--- config.mk ---
export PLATFORM = sky130hd
export DESIGN_NAME = e_unary_enc
export DESIGN_NICKNAME = d
export VERILOG_FILES = /design/src/rtl/e_pkg.sv /design/src/rtl/e_bin2unary.sv /design/src/rtl/e_unary_enc.sv
export SDC_FILE = /design/constraint.sdc
export NUM_CORES = 1
export LEC_CHECK = 0
export CAP_MARGIN = 10
export CORE_ASPECT_RATIO = 0.8
export CORE_UTILIZATION = 53
export DETAILED_ROUTE_END_ITERATION = 16
export PLACE_DENSITY = 0.83
export SLEW_MARGIN = 40
export SYNTH_ARGS = -nofsm -noshare
export SYNTH_HDL_FRONTEND = slang
export SYNTH_HIERARCHICAL = 1
export SYNTH_SLANG_ARGS = --single-unit
--- constraint.sdc ---
create_clock -name clk -period 2.36 [get_ports clk]
set_clock_uncertainty 0.15 [all_clocks]
set_input_delay 0.472 -clock clk [delete_from_list [all_inputs] [get_ports clk]]
set_output_delay 0.472 -clock clk [all_outputs]
set_load 0.02 [all_outputs]
--- src/rtl/e_pkg.sv ---
// Shared types for the unary encoder: skid-buffer state, per-beat sideband and the
// count-width helper.
package e_pkg;

  typedef enum logic [1:0] {
    StEmpty,
    StOne,
    StFull
  } skid_st_e;

  // Sideband that travels with each encoded vector through the skid buffer.
  typedef struct packed {
    logic is_compliment;
    logic err;
  } beat_meta_t;

  function automatic int unsigned cnt_w(input int unsigned w);
    return (w > 1) ? $clog2(w) : 1;
  endfunction

endpackage

--- src/rtl/e_bin2unary.sv ---
// Combinational binary-to-unary converter with range saturation and optional complement.
module e_bin2unary
  import e_pkg::*;
#(
  parameter int unsigned W                     = 16,
  parameter bit          P_ADMIT_COMPLIMENT_EN = 1'b0,
  localparam int unsigned CW                   = cnt_w(W)
) (
  input  logic [CW-1:0] i_cnt,
  input  logic          i_compliment,
  output logic [W-1:0]  o_x,
  output logic          o_is_compliment,
  output logic          o_err
);

  localparam int unsigned WM1 = W - 1;
  localparam logic [CW:0]   WLim = W[CW:0];
  localparam logic [CW-1:0] KMax = WM1[CW-1:0];

  logic          w_over;
  logic          w_cmp;
  logic [CW-1:0] w_kk;
  logic [W-1:0]  w_norm;

  always_comb begin
    w_over = ({1'b0, i_cnt} >= WLim);
    w_kk   = w_over ? KMax : i_cnt;
    w_cmp  = P_ADMIT_COMPLIMENT_EN & i_compliment;
    w_norm = '0;
    for (int unsigned j = 0; j < W; j++) begin
      w_norm[j] = (j < 32'(w_kk));
    end
    o_x             = w_cmp ? ~w_norm : w_norm;
    o_is_compliment = w_cmp;
    o_err           = w_over;
  end

endmodule

--- src/rtl/e_unary_enc.sv ---
// Unary/thermometer encoder behind a 2-entry skid buffer; i_rdy is registered-only so the
// block can sit on pipeline boundaries without a combinational ready path.
module e_unary_enc
  import e_pkg::*;
#(
  parameter int unsigned W                     = 16,
  parameter bit          P_ADMIT_COMPLIMENT_EN = 1'b0,
  parameter int unsigned P_ERR_CNT_W           = 8,
  localparam int unsigned CW                   = cnt_w(W)
) (
  input  logic                   clk,
  input  logic                   arst_n,
  input  logic                   i_vld,
  output logic                   i_rdy,
  input  logic [CW-1:0]          i_cnt,
  input  logic                   i_compliment,
  output logic                   o_vld,
  input  logic                   o_rdy,
  output logic [W-1:0]           o_x,
  output logic                   o_is_compliment,
  output logic                   o_err,
  output logic [P_ERR_CNT_W-1:0] o_err_cnt
);

  typedef struct packed {
    logic [W-1:0] x;
    beat_meta_t   meta;
  } beat_t;

  skid_st_e r_state, w_state_nxt;
  beat_t    r_out, r_skid, w_in;
  logic     w_acc, w_xfer;
  logic     w_x_isc, w_x_err;
  logic [W-1:0] w_x;
  logic [P_ERR_CNT_W-1:0] r_err_cnt;

  e_bin2unary #(
    .W                    (W),
    .P_ADMIT_COMPLIMENT_EN(P_ADMIT_COMPLIMENT_EN)
  ) u_bin2unary (
    .i_cnt          (i_cnt),
    .i_compliment   (i_compliment),
    .o_x            (w_x),
    .o_is_compliment(w_x_isc),
    .o_err          (w_x_err)
  );

  always_comb begin
    w_in.x                  = w_x;
    w_in.meta.is_compliment = w_x_isc;
    w_in.meta.err           = w_x_err;
  end

  // State register
  always_ff @(posedge clk or negedge arst_n) begin
    if (!arst_n) begin
      r_state <= StEmpty;
    end else begin
      r_state <= w_state_nxt;
    end
  end

  // Next-state logic
  always_comb begin
    w_state_nxt = r_state;
    unique case (r_state)
      StEmpty: if (w_acc) w_state_nxt = StOne;
      StOne: begin
        if (w_acc && !w_xfer) begin
          w_state_nxt = StFull;
        end else if (!w_acc && w_xfer) begin
          w_state_nxt = StEmpty;
        end
      end
      StFull: if (w_xfer) w_state_nxt = StOne;
      default: w_state_nxt = StEmpty;
    endcase
  end

  // Outputs and handshake qualifiers
  always_comb begin
    i_rdy           = (r_state != StFull);
    o_vld           = (r_state != StEmpty);
    w_acc           = i_vld & i_rdy;
    w_xfer          = o_vld & o_rdy;
    o_x             = r_out.x;
    o_is_compliment = r_out.meta.is_compliment;
    o_err           = r_out.meta.err;
    o_err_cnt       = r_err_cnt;
  end

  // Out reg takes the new beat when it is free or being drained this cycle; otherwise the
  // beat parks in the skid reg until the head leaves.
  always_ff @(posedge clk or negedge arst_n) begin
    if (!arst_n) begin
      r_out  <= '0;
      r_skid <= '0;
    end else begin
      if (w_acc && (r_state == StEmpty || w_xfer)) begin
        r_out <= w_in;
      end else if (r_state == StFull && w_xfer) begin
        r_out <= r_skid;
      end
      if (w_acc && !w_xfer && r_state == StOne) begin
        r_skid <= w_in;
      end
    end
  end

  always_ff @(posedge clk or negedge arst_n) begin
    if (!arst_n) begin
      r_err_cnt <= '0;
    end else if (w_acc && w_x_err && (r_err_cnt != '1)) begin
      r_err_cnt <= r_err_cnt + 1'b1;
    end
  end

endmodule

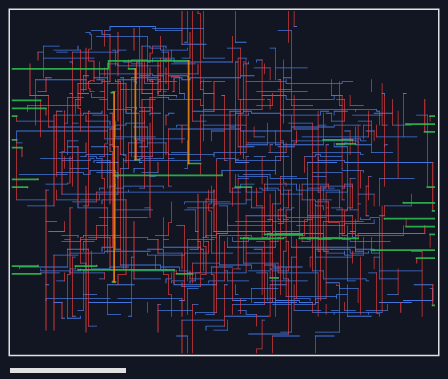
(images/wires.png)
Scale bar: 20 um.
- red: metal 2 (wire length 2140 um)
- blue: metal 1 (wire length 1890 um)
- orange: metal 4 (wire length 66.0 um)
- green: metal 3 (wire length 186 um)

==> qor.csv <==
stage,metric,value,unit
layout,diode count,0,
setup_path,Critical Path AT,1.57,ns
floorplanning,Std-Cell Core Area,3880,um2
grt,GRT busiest layer,met2,
timing,Final Hold Viols,0,
setup_path,Worst Setup SP,r_state[0],
clock_network,root buf cell,clkbuf_8,
clock_network,Clock transition at path regs,0.08,ns
drt,Iter 0 DRT Violations,89,
layout,Inverters,4,
clock_network,Clock Sinks,46,
logic_synthesis,"count leader, synth",dfrtp_1,
logic_synthesis,Post-Syn Area per Cell,12.1,um2
status,status,"complete, no violations",
drt,Pre-antenna DRT Iters,4,
layout,Clock Buffer Count,6,
logic_synthesis,"top cells, area","dfrtp_1, mux2_2, a22o_1",
layout,Layout Cells excl Fill,276,
logic_synthesis,yosys adder share,1.14,%
layout,max FFs per register,18,
clock_network,clk buf depth,2,
floorplanning,Top-Level Pins,37,
setup_path,crit path capture,o_vld,
clock_network,Num CTS Buffers,5,
timing,Final min period,2.19,ns
logic_synthesis,ys cells,181,
logic_synthesis,asr flop ratio synth,100,%
clock_network,CTS tree,yes,
power,Clk network pwr share,15.0,%
setup_path,reg2reg path depth,6,
place,dpl ws,0.127,ns
logic_synthesis,Netlist Area Pre-Place,2190,um2
layout,final instance area,2670,um2
layout,comb. cell area,921,um2
layout,Biggest Area Class,registers,
grt,largest net degree at the start of global routing,37,
drt,Detail Route Antenna Nets,0,
drt,DR WL/cell,15.5,um
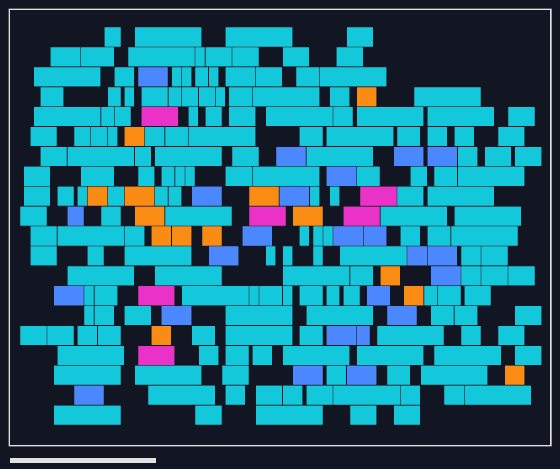
(images/sizes.png)
Scale bar: 20 um.
- blue: _2 cells (cells 24; share 11%)
- orange: _3 and _4 cells (cells 14; share 6.3%)
- magenta: _6 and larger (cells 6; share 2.7%)
- cyan: _0 and _1 cells (cells 177; share 80%)

==> cells in the final DEF (no fill, tap or decap), drive strengths merged, types with 3 or more instances in the layout <==
| master | n |
|---|---|
| nand2 | 11 |
| clkdlybuf4s50 | 34 |
| nor2 | 7 |
| dfrtp | 46 |
| a22o | 17 |
| o21ai | 3 |
| mux2 | 21 |
| and3 | 7 |
| conb | 3 |
| clkbuf | 6 |
| inv | 4 |
| a21o | 18 |
| mux2i | 3 |
| a21oi | 4 |
| buf | 9 |
==> worst max-delay path, stage by stage, from the launching register on <==
cell,delay [ns]
dfrtp_1,0.44
or2_2,0.30
clkdlybuf4s50_1,0.54
==> routing by layer <==
metal,up-vias,part of all wire (%)
li1,724,-
met1,767,44
met2,49,50
met3,7,4.3
met4,0,1.5
met5,-,0
No activity file was given, so power comes from the tool's default toggle rates.
